[config.mk]
export PLATFORM = sky130hd
export DESIGN_NAME = multicycle_control
export DESIGN_NICKNAME = d
export VERILOG_FILES = /design/src/rtl/mips_ctrl_pkg.sv /design/src/rtl/multicycle_control_alu_op_decode.sv /design/src/rtl/multicycle_control.sv
export SDC_FILE = /design/constraint.sdc
export NUM_CORES = 1
export LEC_CHECK = 0
export CAP_MARGIN = 20
export CELL_PAD_IN_SITES_DETAIL_PLACEMENT = 0
export CELL_PAD_IN_SITES_GLOBAL_PLACEMENT = 1
export CORE_AREA = 2 2 64 66
export DETAILED_ROUTE_END_ITERATION = 7
export DIE_AREA = 0 0 66 68
export HOLD_SLACK_MARGIN = 0.12
export PLACE_DENSITY_LB_ADDON = 0.1
export SKIP_CTS_REPAIR_TIMING = 1
export SYNTH_ARGS = -nofsm -noshare
export SYNTH_HDL_FRONTEND = slang
export SYNTH_SLANG_ARGS = --single-unit
[constraint.sdc]
create_clock -name clock -period 4.6 [get_ports clock]
set_clock_uncertainty 0.15 [all_clocks]
set_input_delay 0.69 -clock clock [delete_from_list [all_inputs] [get_ports clock]]
set_output_delay 0.69 -clock clock [all_outputs]
set_load 0.005 [all_outputs]
[src/rtl/mips_ctrl_pkg.sv]
// Shared encodings for the multi-cycle MIPS control path: FSM states, ALU ops,
// datapath mux selects and the opcode/funct constants from mips.h.
package mips_ctrl_pkg;

   localparam int unsigned INSTR_W  = 32;
   localparam int unsigned OPC_W    = 6;
   localparam int unsigned FUNCT_W  = 6;
   localparam int unsigned ALU_OP_W = 3;
   localparam int unsigned SEL_W    = 2;
   localparam int unsigned CNT_W    = 32;

   typedef enum logic [3:0] {
      FETCH    = 4'd0,
      DECODE   = 4'd1,
      EXEC_R   = 4'd2,
      ALU_WB   = 4'd3,
      EXEC_I   = 4'd4,
      IMM_WB   = 4'd5,
      MEM_ADDR = 4'd6,
      MEM_RD   = 4'd7,
      MEM_WB   = 4'd8,
      MEM_WR   = 4'd9,
      BRANCH   = 4'd10,
      JUMP     = 4'd11,
      HALT     = 4'd12
   } state_t;

   localparam logic [ALU_OP_W-1:0] ALU_AND = 3'b000;
   localparam logic [ALU_OP_W-1:0] ALU_OR  = 3'b001;
   localparam logic [ALU_OP_W-1:0] ALU_ADD = 3'b010;
   localparam logic [ALU_OP_W-1:0] ALU_SUB = 3'b110;
   localparam logic [ALU_OP_W-1:0] ALU_SLT = 3'b111;

   localparam logic [SEL_W-1:0] PC_SRC_ALU    = 2'b00;
   localparam logic [SEL_W-1:0] PC_SRC_ALUOUT = 2'b01;
   localparam logic [SEL_W-1:0] PC_SRC_JUMP   = 2'b10;

   localparam logic [SEL_W-1:0] REG_DST_RT = 2'b00;
   localparam logic [SEL_W-1:0] REG_DST_RD = 2'b01;
   localparam logic [SEL_W-1:0] REG_DST_RA = 2'b10;

   localparam logic [SEL_W-1:0] M2R_ALUOUT = 2'b00;
   localparam logic [SEL_W-1:0] M2R_MDR    = 2'b01;
   localparam logic [SEL_W-1:0] M2R_PC     = 2'b10;

   localparam logic [SEL_W-1:0] SRCB_REG    = 2'b00;
   localparam logic [SEL_W-1:0] SRCB_FOUR   = 2'b01;
   localparam logic [SEL_W-1:0] SRCB_IMM    = 2'b10;
   localparam logic [SEL_W-1:0] SRCB_IMM_SH = 2'b11;

   localparam logic [OPC_W-1:0] OP_SPECIAL = 6'h00;
   localparam logic [OPC_W-1:0] OP_J       = 6'h02;
   localparam logic [OPC_W-1:0] OP_JAL     = 6'h03;
   localparam logic [OPC_W-1:0] OP_BEQ     = 6'h04;
   localparam logic [OPC_W-1:0] OP_BNE     = 6'h05;
   localparam logic [OPC_W-1:0] OP_ADDI    = 6'h08;
   localparam logic [OPC_W-1:0] OP_ORI     = 6'h0D;
   localparam logic [OPC_W-1:0] OP_LW      = 6'h23;
   localparam logic [OPC_W-1:0] OP_SW      = 6'h2B;

   localparam logic [FUNCT_W-1:0] FN_ADD = 6'h20;
   localparam logic [FUNCT_W-1:0] FN_SUB = 6'h22;
   localparam logic [FUNCT_W-1:0] FN_AND = 6'h24;
   localparam logic [FUNCT_W-1:0] FN_OR  = 6'h25;
   localparam logic [FUNCT_W-1:0] FN_SLT = 6'h2A;

endpackage

[src/rtl/multicycle_control_alu_op_decode.sv]
// alu_op_decode: maps opcode/funct to the 3-bit ALU op and flags whether the
// encoding is one the control FSM supports.
module alu_op_decode
   import mips_ctrl_pkg::*;
(
   input  logic [OPC_W-1:0]    opcode,
   input  logic [FUNCT_W-1:0]  funct,
   output logic [ALU_OP_W-1:0] alu_op,
   output logic                legal
);

   always_comb begin
      alu_op = ALU_ADD;
      legal  = 1'b0;
      case (opcode)
         OP_SPECIAL: begin
            legal = 1'b1;
            case (funct)
               FN_ADD:  alu_op = ALU_ADD;
               FN_SUB:  alu_op = ALU_SUB;
               FN_AND:  alu_op = ALU_AND;
               FN_OR:   alu_op = ALU_OR;
               FN_SLT:  alu_op = ALU_SLT;
               default: legal  = 1'b0;
            endcase
         end
         OP_LW, OP_SW, OP_ADDI: legal = 1'b1;
         OP_ORI: begin
            legal  = 1'b1;
            alu_op = ALU_OR;
         end
         OP_BEQ, OP_BNE: begin
            legal  = 1'b1;
            alu_op = ALU_SUB;
         end
         OP_J, OP_JAL: legal = 1'b1;
         default: legal = 1'b0;
      endcase
   end

endmodule

[src/rtl/multicycle_control.sv]
// Multi-cycle control FSM sequencing the shared MIPS datapath.
// Optional MC_PERF_CNT_EN adds cycle_cnt / retire_cnt performance counters.
module multicycle_control
   import mips_ctrl_pkg::*;
#(
   parameter state_t RESET_STATE  = FETCH,
   parameter bit     HALT_ON_ZERO = 1'b1
)
(
   input  logic                clock,
   input  logic                reset,
   input  logic [INSTR_W-1:0]  instr,
   input  logic                zero,
   input  logic                mem_ready,
   output logic                pc_write,
   output logic [SEL_W-1:0]    pc_src,
   output logic                ir_write,
   output logic                i_or_d,
   output logic                mem_read,
   output logic                mem_write,
   output logic                reg_write,
   output logic [SEL_W-1:0]    reg_dst,
   output logic [SEL_W-1:0]    mem_to_reg,
   output logic                alu_src_a,
   output logic [SEL_W-1:0]    alu_src_b,
   output logic                zero_ext,
   output logic [ALU_OP_W-1:0] alu_op,
   output logic                halted,
   output logic                illegal
`ifdef MC_PERF_CNT_EN
   ,
   output logic [CNT_W-1:0]    cycle_cnt,
   output logic [CNT_W-1:0]    retire_cnt
`endif
);

   state_t                state;
   state_t                next_state;
   logic                  set_illegal;
   logic [OPC_W-1:0]      opcode;
   logic [FUNCT_W-1:0]    funct;
   logic [ALU_OP_W-1:0]   dec_alu_op;
   logic                  dec_legal;

   assign opcode = instr[31:26];
   assign funct  = instr[5:0];

   alu_op_decode u_alu_op_decode (
      .opcode (opcode),
      .funct  (funct),
      .alu_op (dec_alu_op),
      .legal  (dec_legal)
   );

   always_ff @(posedge clock) begin
      if (reset) begin
         state <= RESET_STATE;
      end else begin
         state <= next_state;
      end
   end

   // Sticky cause flag for HALT: set only when DECODE rejects an encoding.
   always_ff @(posedge clock) begin
      if (reset) begin
         illegal <= 1'b0;
      end else if (set_illegal) begin
         illegal <= 1'b1;
      end
   end

   always_comb begin
      next_state  = state;
      set_illegal = 1'b0;
      pc_write    = 1'b0;
      pc_src      = PC_SRC_ALU;
      ir_write    = 1'b0;
      i_or_d      = 1'b0;
      mem_read    = 1'b0;
      mem_write   = 1'b0;
      reg_write   = 1'b0;
      reg_dst     = REG_DST_RT;
      mem_to_reg  = M2R_ALUOUT;
      alu_src_a   = 1'b0;
      alu_src_b   = SRCB_REG;
      zero_ext    = 1'b0;
      alu_op      = ALU_AND;
      halted      = 1'b0;

      case (state)
         FETCH: begin
            mem_read  = 1'b1;
            alu_src_b = SRCB_FOUR;
            alu_op    = ALU_ADD;
            if (mem_ready) begin
               ir_write   = 1'b1;
               pc_write   = 1'b1;
               next_state = DECODE;
            end
         end
         DECODE: begin
            // ALU forms PC + (imm << 2) so BRANCH finds its target in ALUOut.
            alu_src_b = SRCB_IMM_SH;
            alu_op    = ALU_ADD;
            if (HALT_ON_ZERO && (instr == INSTR_W'(0))) begin
               next_state = HALT;
            end else if (!dec_legal) begin
               next_state  = HALT;
               set_illegal = 1'b1;
            end else begin
               case (opcode)
                  OP_SPECIAL:     next_state = EXEC_R;
                  OP_LW, OP_SW:   next_state = MEM_ADDR;
                  OP_ADDI, OP_ORI: next_state = EXEC_I;
                  OP_BEQ, OP_BNE: next_state = BRANCH;
                  OP_J, OP_JAL:   next_state = JUMP;
                  default: begin
                     next_state  = HALT;
                     set_illegal = 1'b1;
                  end
               endcase
            end
         end
         EXEC_R: begin
            alu_src_a  = 1'b1;
            alu_src_b  = SRCB_REG;
            alu_op     = dec_alu_op;
            next_state = ALU_WB;
         end
         ALU_WB: begin
            reg_write  = 1'b1;
            reg_dst    = REG_DST_RD;
            mem_to_reg = M2R_ALUOUT;
            next_state = FETCH;
         end
         EXEC_I: begin
            alu_src_a  = 1'b1;
            alu_src_b  = SRCB_IMM;
            alu_op     = dec_alu_op;
            zero_ext   = (opcode == OP_ORI);
            next_state = IMM_WB;
         end
         IMM_WB: begin
            reg_write  = 1'b1;
            reg_dst    = REG_DST_RT;
            mem_to_reg = M2R_ALUOUT;
            next_state = FETCH;
         end
         MEM_ADDR: begin
            alu_src_a  = 1'b1;
            alu_src_b  = SRCB_IMM;
            alu_op     = ALU_ADD;
            next_state = (opcode == OP_LW) ? MEM_RD : MEM_WR;
         end
         MEM_RD: begin
            i_or_d   = 1'b1;
            mem_read = 1'b1;
            if (mem_ready) begin
               next_state = MEM_WB;
            end
         end
         MEM_WB: begin
            reg_write  = 1'b1;
            reg_dst    = REG_DST_RT;
            mem_to_reg = M2R_MDR;
            next_state = FETCH;
         end
         MEM_WR: begin
            i_or_d    = 1'b1;
            mem_write = 1'b1;
            if (mem_ready) begin
               next_state = FETCH;
            end
         end
         BRANCH: begin
            alu_src_a  = 1'b1;
            alu_src_b  = SRCB_REG;
            alu_op     = ALU_SUB;
            pc_src     = PC_SRC_ALUOUT;
            pc_write   = (opcode == OP_BNE) ? ~zero : zero;
            next_state = FETCH;
         end
         JUMP: begin
            pc_src   = PC_SRC_JUMP;
            pc_write = 1'b1;
            // PC already holds PC+4 here, which is the JAL link value.
            if (opcode == OP_JAL) begin
               reg_write  = 1'b1;
               reg_dst    = REG_DST_RA;
               mem_to_reg = M2R_PC;
            end
            next_state = FETCH;
         end
         HALT: begin
            halted = 1'b1;
         end
         default: begin
            next_state = HALT;
         end
      endcase

      // A reset cycle aborts the current instruction: present FETCH's static
      // selects and suppress every write enable and side effect.
      if (reset) begin
         set_illegal = 1'b0;
         pc_write    = 1'b0;
         pc_src      = PC_SRC_ALU;
         ir_write    = 1'b0;
         i_or_d      = 1'b0;
         mem_read    = 1'b1;
         mem_write   = 1'b0;
         reg_write   = 1'b0;
         reg_dst     = REG_DST_RT;
         mem_to_reg  = M2R_ALUOUT;
         alu_src_a   = 1'b0;
         alu_src_b   = SRCB_FOUR;
         zero_ext    = 1'b0;
         alu_op      = ALU_ADD;
         halted      = 1'b0;
      end
   end

`ifdef MC_PERF_CNT_EN
   // An instruction retires on any entry into FETCH from another state.
   always_ff @(posedge clock) begin
      if (reset) begin
         cycle_cnt  <= '0;
         retire_cnt <= '0;
      end else begin
         if (state != HALT) begin
            cycle_cnt <= cycle_cnt + CNT_W'(1);
         end
         if ((state != FETCH) && (next_state == FETCH)) begin
            retire_cnt <= retire_cnt + CNT_W'(1);
         end
      end
   end
`else
   // Performance counters are not built in this configuration.
`endif

endmodule

**Run 1: M1 wires**

The bar under the picture is 20 um long. Supply wires on this layer in grey. Cells faint in the background.
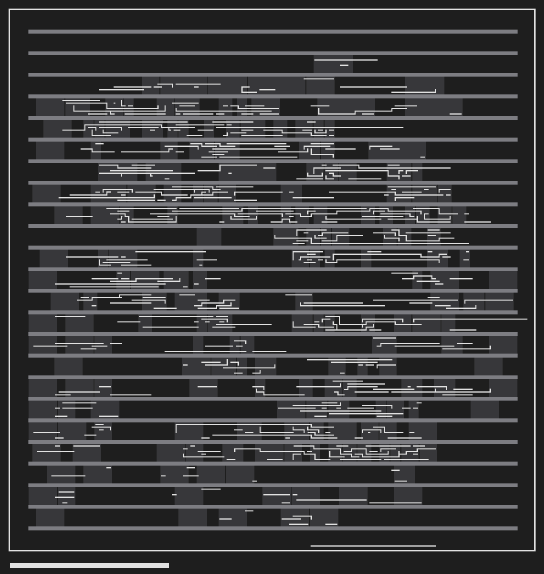
nets with wire on the layer: 201
main direction: horizontal
longest straight run: 23.5 um
wire length on this layer: 1540 um
GRT met1 Usage: 20.99%
DR vias: 1354
WL final: 3574 um

**Run 1: a small window of the routed layout**

The bar under the picture is 10 um long. Region (13, 0) to (53, 40) um. Cells in grey, sequential cells in the stronger grey; small squares are vias.
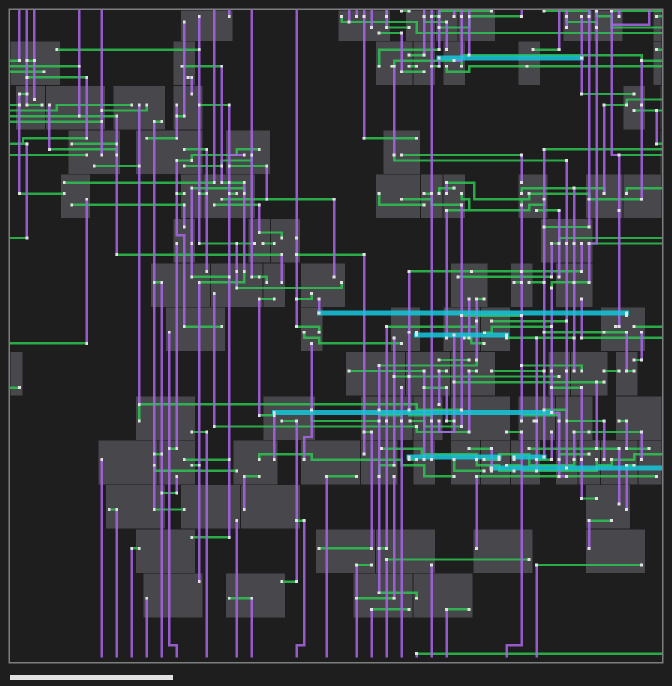
legend:
  green:
    layer: metal 1
  cyan:
    layer: metal 3
  purple:
    layer: metal 2
most frequent: clkdlybuf4s50_1 (22), nor2_1 (9), nand2_1 (7)
cells with their middle in the window: 88
sequential cells in the window: 0

**Run 1: routing congestion**

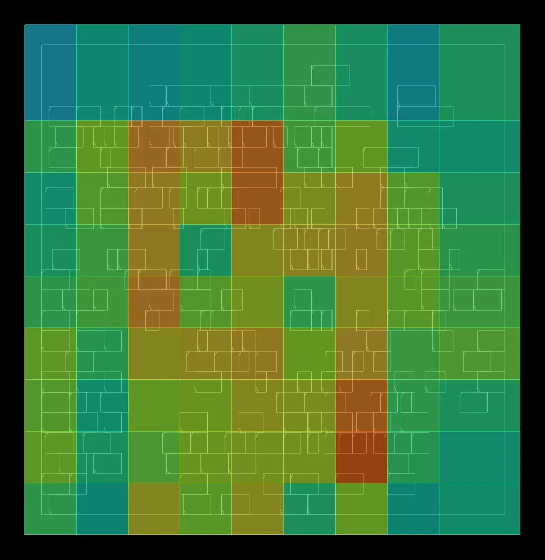
grt peak-use layer: met2
met3 Use GR: 3.125%

**Run 1: M2 wires**

The bar under the picture is 20 um long. Cells faint in the background.
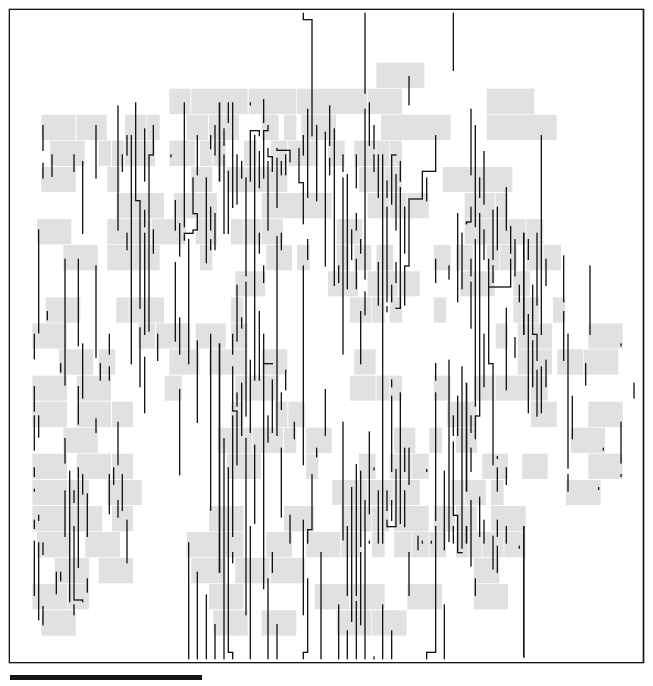
share of all routed wire: 51%
nets with wire on the layer: 210
longest straight run: 40.5 um
wire length on this layer: 1810 um
GRT met2 Usage: 29.92%

==> impl_metrics.json, run 1 <==
{
  "status": "completed",
  "die_h_um": 68,
  "fp-utilization_pct": 25.99,
  "clk_root_buffer_cell": "clkbuf_8",
  "ys_seq_share_pct": 9.988,
  "detailed_place_hpwl_um": 2850,
  "relSlewSlack_pct": 52.77,
  "synthCells": 155,
  "period_minus_slack_ns": 3.951,
  "ant_nets": 0,
  "clkTransAtPathRegs_ns": 0.04,
  "tool_warnings": 26,
  "tightest_slew_ns": 0.7075,
  "first_pass_iters": 4,
  "route.met3.wl_um": 219,
  "path_common_cell": "clkdlybuf4s50_1",
  "seq_cells": 5,
  "grt_pass1_wl_um": 5802,
  "vias_per_cell": 5.331,
  "synth.area.top_cells": "dfxtp_1 (10%), nor2_1 (6.0%), nand2_1 (5.6%)",
  "place_congestion": 0.7602
}
[run 1: Yosys cell counts (4+ instances only)]
library cell  count
nand2b_1          8
nor2_1           16
inv_1             5
nor4_1            7
a21oi_1          11
nand3_1           5
o21ai_0           6
nand2_1          15
nor2b_1           4
nor3_1            9
and3_1            5
dfxtp_1           5
clkbuf_1          8
[run 1: worst reg2reg max path: stages (launching register included)]
cell,delay [ns]
dfxtp_1,0.77
nand2b_1,0.15
a21oi_1,0.14
nor3_1,0.09
a2111oi_0,0.45
a21oi_1,0.13
[run 1: final timing paths]
kind | from | endpoint | slack [ns] | cells after the start
worst min-delay path | illegal | illegal | 0.31 | 2
worst min register to register | illegal | illegal | 0.31 | 2
worst max register to register | state[0] | state[2] | 2.58 | 5
worst max-delay path | instr[27] | pc_write | 0.65 | 7
[run 1: where the power goes]
| group | switching [uW] | internal (uW) |
|---|---|---|
| clock network | 22.6 | 59.6 |
| registers | 59.2 | 57.9 |
| logic | 108 | 146 |
| total | 189 | 263 |
[run 1: stage by stage]
stage | instance area (um2) | util [%] | hold slack [ns] | instances
global route | 1623 | 42.08 | 0.3445 | 254
finish | 1623 | 42.08 | 0.3112 | 254
CTS | 1623 | 42.08 | 0.3108 | 254
detailed placement | 1578 | 40.92 | 0.3035 | 250
global placement | 1578 | 40.92 | 0.2933 | 250
floorplan | 1002 | - | 0.2938 | 155
[run 1: cells by family (layout without fill, tap and decap cells)]
kind of cell	Yosys count	in the layout	synth area share, %
multiplexers	3	3	3.121
XOR/XNOR	1	1	0.8741
flip-flops	5	5	9.988
AND/OR/NAND/NOR	87	87	49.31
buffers and inverters	18	67	8.115
AND-OR/OR-AND	41	41	28.59
[run 1: flip-flops by register name, summed over array words and instances (netlist names)]
| register | flops |
|---|---|
| state | 4 |
| illegal | 1 |
**Run 1: sizing map**

The bar under the picture is 20 um long.
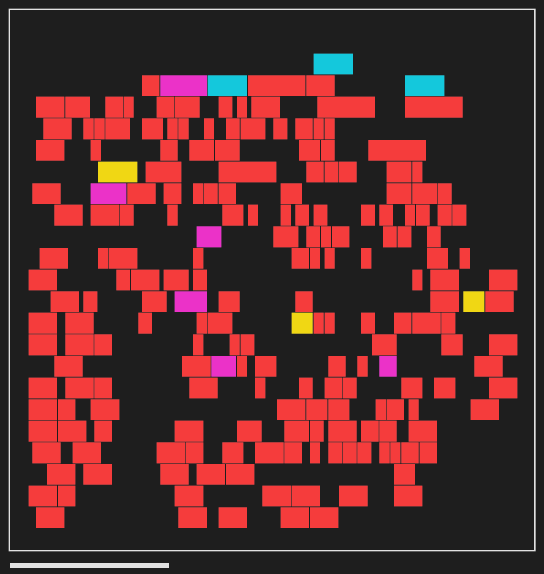

--- run 2 (diff from run 1) ---
- CORE_AREA: 2 2 64 66 -> 2 2 66 68
- DIE_AREA: 0 0 66 68 -> 0 0 68 70
- SYNTH_HIERARCHICAL: default -> 1
**Run 2: sizing map**

The bar under the picture is 20 um long.
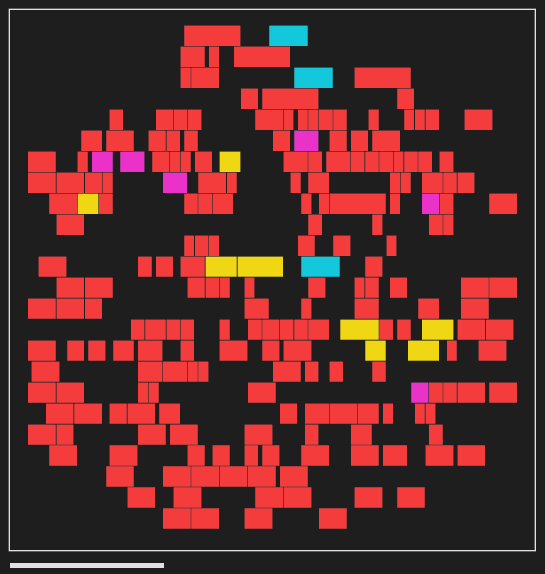
legend:
  yellow:
    size: _3 and _4 cells
    cells: 8
    share: 3.7%
  red:
    size: _0 and _1 cells
    cells: 200
    share: 92%
  cyan:
    size: _6 and larger
    cells: 3
    share: 1.4%
  magenta:
    size: _2 cells
    cells: 6
    share: 2.8%
worst setup margin: 0.7757 ns
Final Cell Area: 1688 um2
P&R area growth vs syn: 61.36%
bufs w/o clock: 59

==> impl_metrics.json, run 2 <==
{
  "place_congestion": 0.7381,
  "ant_nets": 0,
  "r2r_start": "state[0]",
  "clockPowerShare_pct": 25.9,
  "power_switching_uw": 124.9,
  "ff2ff_setup_slack_ns": 2.63,
  "combPwrFrac_pct": 51.3,
  "status": "completed",
  "whs_path_depth": 2,
  "cts_buffers": 3,
  "detailed_place_hpwl_um": 2956,
  "worstRegToRegCells": 5,
  "hold-path-endpoint": "illegal",
  "grt_pass1_wl_um": 6417,
  "hold_start": "illegal",
  "tool_warnings": 26,
  "vias_per_cell": 5.279,
  "dpl_worst_slack_ns": 0.7848,
  "first_pass_iters": 4,
  "die_h_um": 70,
  "internal-power_uw": 201.4,
  "rr_endpoint": "state[3]",
  "dr_total_vias": 1420,
  "switching_share_pct": 38.28,
  "grt_most_used_layer": "met2",
  "tightest_slew_ns": 0.7350,
  "grt.met3_usage_pct": 0.4831,
  "synthCells": 165,
  "seqPwrFrac_pct": 22.8,
  "period_minus_slack_ns": 3.824,
  "clk_root_buffer_cell": "clkbuf_8",
  "ys_seq_share_pct": 9.569,
  "clkTransAtPathRegs_ns": 0.04,
  "route.met3.wl_um": 178,
  "largest-register": "state",
  "fp-utilization_pct": 25.24,
  "met2_usage_pct": 30.42,
  "stdcell_count": 269
}
run 2: worst max-delay path by stage:
stage,startpoint,end,slack (ns),cells after the start
after global routing,instr[29],alu_op[1],0.56,9
after floorplan,instr[27],pc_write,2.07,5
final,instr[29],alu_op[1],0.78,9
after detailed placement,instr[29],alu_op[1],0.78,9
after CTS,instr[29],alu_op[1],0.77,9
after global placement,instr[29],alu_op[1],0.80,9
run 2: cell families after synthesis:
logic type                after synthesis  share of synthesized area (%)
DFF                                     5                          9.570
xor gates and xnor gates                2                          1.675
and+or+nand+nor                        92                          50.24
AOI/OAI and AO/OA                      49                          30.26
muxes                                   2                          1.914
buffers and inverters                  15                          6.339
run 2: through the flow:
| step | hold slack (ns) | instance area [um2] | util [%] |
|---|---|---|---|
| 2_1_floorplan | 0.3265 | 1046 | - |
| 3_3_place_gp | 0.3222 | 1643 | 39.64 |
| 3_5_place_dp | 0.3321 | 1643 | 39.64 |
| 4_1_cts | 0.3347 | 1688 | 40.73 |
| 5_1_grt | 0.3629 | 1688 | 40.73 |
| 6_report | 0.3295 | 1688 | 40.73 |
run 2: final cells by class:
cell class	instances	area [um2]	share of cell area, %
Timing Repair Buffer	59	583.1	34.54
Tap cell	52	65.06	3.855
Inverter	4	15.01	0.8895
Clock buffer	4	45.04	2.669
Sequential cell	5	100.1	5.930
Multi-Input combinational cell	145	879.6	52.11
run 2: power by group through the flow:
| stage | logic (uW) | clock network, uW | registers (uW) |
|---|---|---|---|
| 2_1_floorplan | 109 | 0 | 52.8 |
| 3_3_place_gp | 167 | 0 | 75.3 |
| 6_report | 167 | 84.6 | 74.4 |
| 5_1_grt | 188 | 89.4 | 77.6 |
| 4_1_cts | 169 | 86.9 | 74.4 |
| 3_5_place_dp | 168 | 0 | 75.1 |
**Run 2: M2 wires**

The bar under the picture is 20 um long. Cells faint in the background.
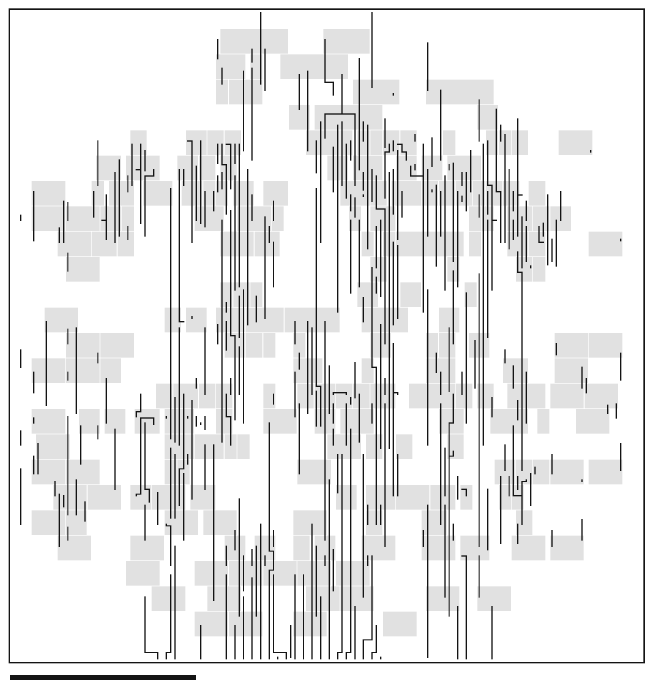

--- run 3 (diff from run 2) ---
- CORE_AREA: 2 2 66 68 -> 2 2 71 73
- DIE_AREA: 0 0 68 70 -> 0 0 73 75
- clock period: 4.6 -> 3.34 ns (I/O delays scaled with it)
**Run 3: M2 wires**

The bar under the picture is 20 um long. Cells faint in the background.
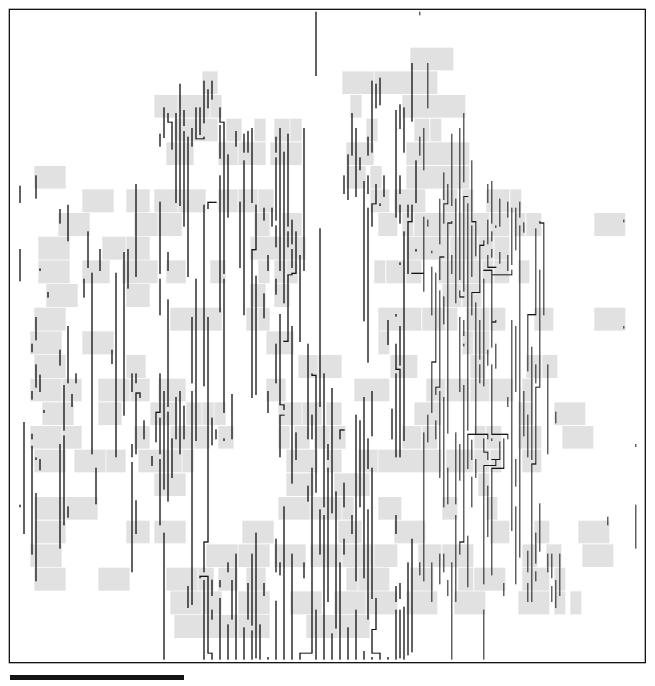
longest straight run: 38.1 um
share of all routed wire: 52%

==> impl_metrics.json, run 3 <==
{
  "relSlewSlack_pct": 69.86,
  "cts_tree": "built",
  "period_minus_slack_ns": 3.185,
  "ff2ff_setup_slack_ns": 1.42,
  "dr_total_vias": 1505,
  "async_flop_share_pct": 0,
  "reg_top3": "state: 4 flops, illegal: 1 flops",
  "clkTransAtPathRegs_ns": 0.03,
  "cp-end-kind": "output pin",
  "tool_warnings": 26,
  "final_area_um2": 1773,
  "fp.coreArea_um2": 4661,
  "drive_above_1_share_pct": 12.28,
  "cts_buffers": 3,
  "synth_top_cell_by_count": "nor2_1",
  "vias_per_cell": 5.337,
  "final_util_pct": 38.04,
  "largest_reg_flops": 4,
  "fmax_mhz": 313.9,
  "tightest_slew_ns": 0.4480,
  "final-setup-viol-count": 0,
  "clk_root_buffer_cell": "clkbuf_8",
  "synth.area.top_cells": "dfxtp_1 (9.6%), nor2_1 (7.9%), a21oi_1 (6.7%)",
  "mappedNetlistArea_um2": 1046,
  "yosys_warnings": 6,
  "ant_nets": 0,
  "largest-register": "state",
  "postRouteWirelength_um": 4205,
  "status": "completed",
  "top_area_cell": "dfxtp_1",
  "place_congestion": 0.8188,
  "leakagePower_uw": 0.0006613,
  "fp-utilization_pct": 22.44,
  "synth.avg_cell_area_um2": 6.339,
  "ys_seq_share_pct": 9.569,
  "ff_type": "dfxtp_1",
  "cp.arrival_ns": 2.53,
  "areaGrowthSynthToFinish_pct": 69.50,
  "nets": 265,
  "detailed_place_hpwl_um": 3404,
  "die_h_um": 75,
  "first_pass_iters": 4,
  "synthCells": 165,
  "grt_pass1_wl_um": 6934,
  "htree_levels": 1,
  "place_area_um2": 1728
}
## run 3: cell counts after synthesis
Identical to the previous run, type by type.
## run 3: area by class of cell
cell class,instances,area [um2],share of cell area (%)
clock buffers,4,45.04,2.541
inverters,4,15.01,0.8469
multi-input cells,145,879.6,49.61
flip-flops and latches,5,100.1,5.646
well taps,54,67.56,3.811
repair buffers,70,665.6,37.54
## run 3: logic make-up (layout without fill, tap and decap cells)
logic type,count (synthesis),after routing,synth area share [%]
and+or+nand+nor,92,92,50.24
AOI/OAI and AO/OA,49,49,30.26
buffers and inverters,15,78,6.339
DFF,5,5,9.570
xor gates and xnor gates,2,2,1.675
muxes,2,2,1.914
## run 3: report_power, final
part | internal [uW] | total, uW | switching (uW)
logic | 141 | 267 | 126
clock network | 82.4 | 117 | 34.6
registers | 68.4 | 88.7 | 20.3
total | 292 | 473 | 181
## run 3: final timing paths
kind,startpoint,endpoint,cells past startpoint
hold / removal,illegal,illegal,2
hold reg to reg,illegal,illegal,2
setup / recovery,instr[29],pc_write,7
setup reg to reg,state[2],state[0],5
## run 3: critical path, stage by stage
cell and delay, ns:
clkdlybuf4s50_1 0.45, or4_4 0.55, nor2_1 0.16, xor2_1 0.16
nor2_1 0.05, o21bai_1 0.12, clkdlybuf4s50_1 0.53
## run 3: per-stage QoR
stage	hold WS (ns)	cells	setup WS, ns
after floorplan	0.3265	165	1.188
after CTS	0.3559	282	0.1331
after detailed placement	0.3500	278	0.1343
after global placement	0.3305	278	0.1354
final	0.3523	282	0.1547
after global routing	0.3874	282	0.04799
## run 3: routing by layer
metal,track usage [%],up-vias,share of wire [%]
li1,-,751,-
met1,20.63,699,43
met2,28.83,50,52
met3,0.9371,5,3.7
met4,4.321,0,1.2
met5,0,-,0
Power figures rest on the tool's default switching activity, not on a simulated workload.
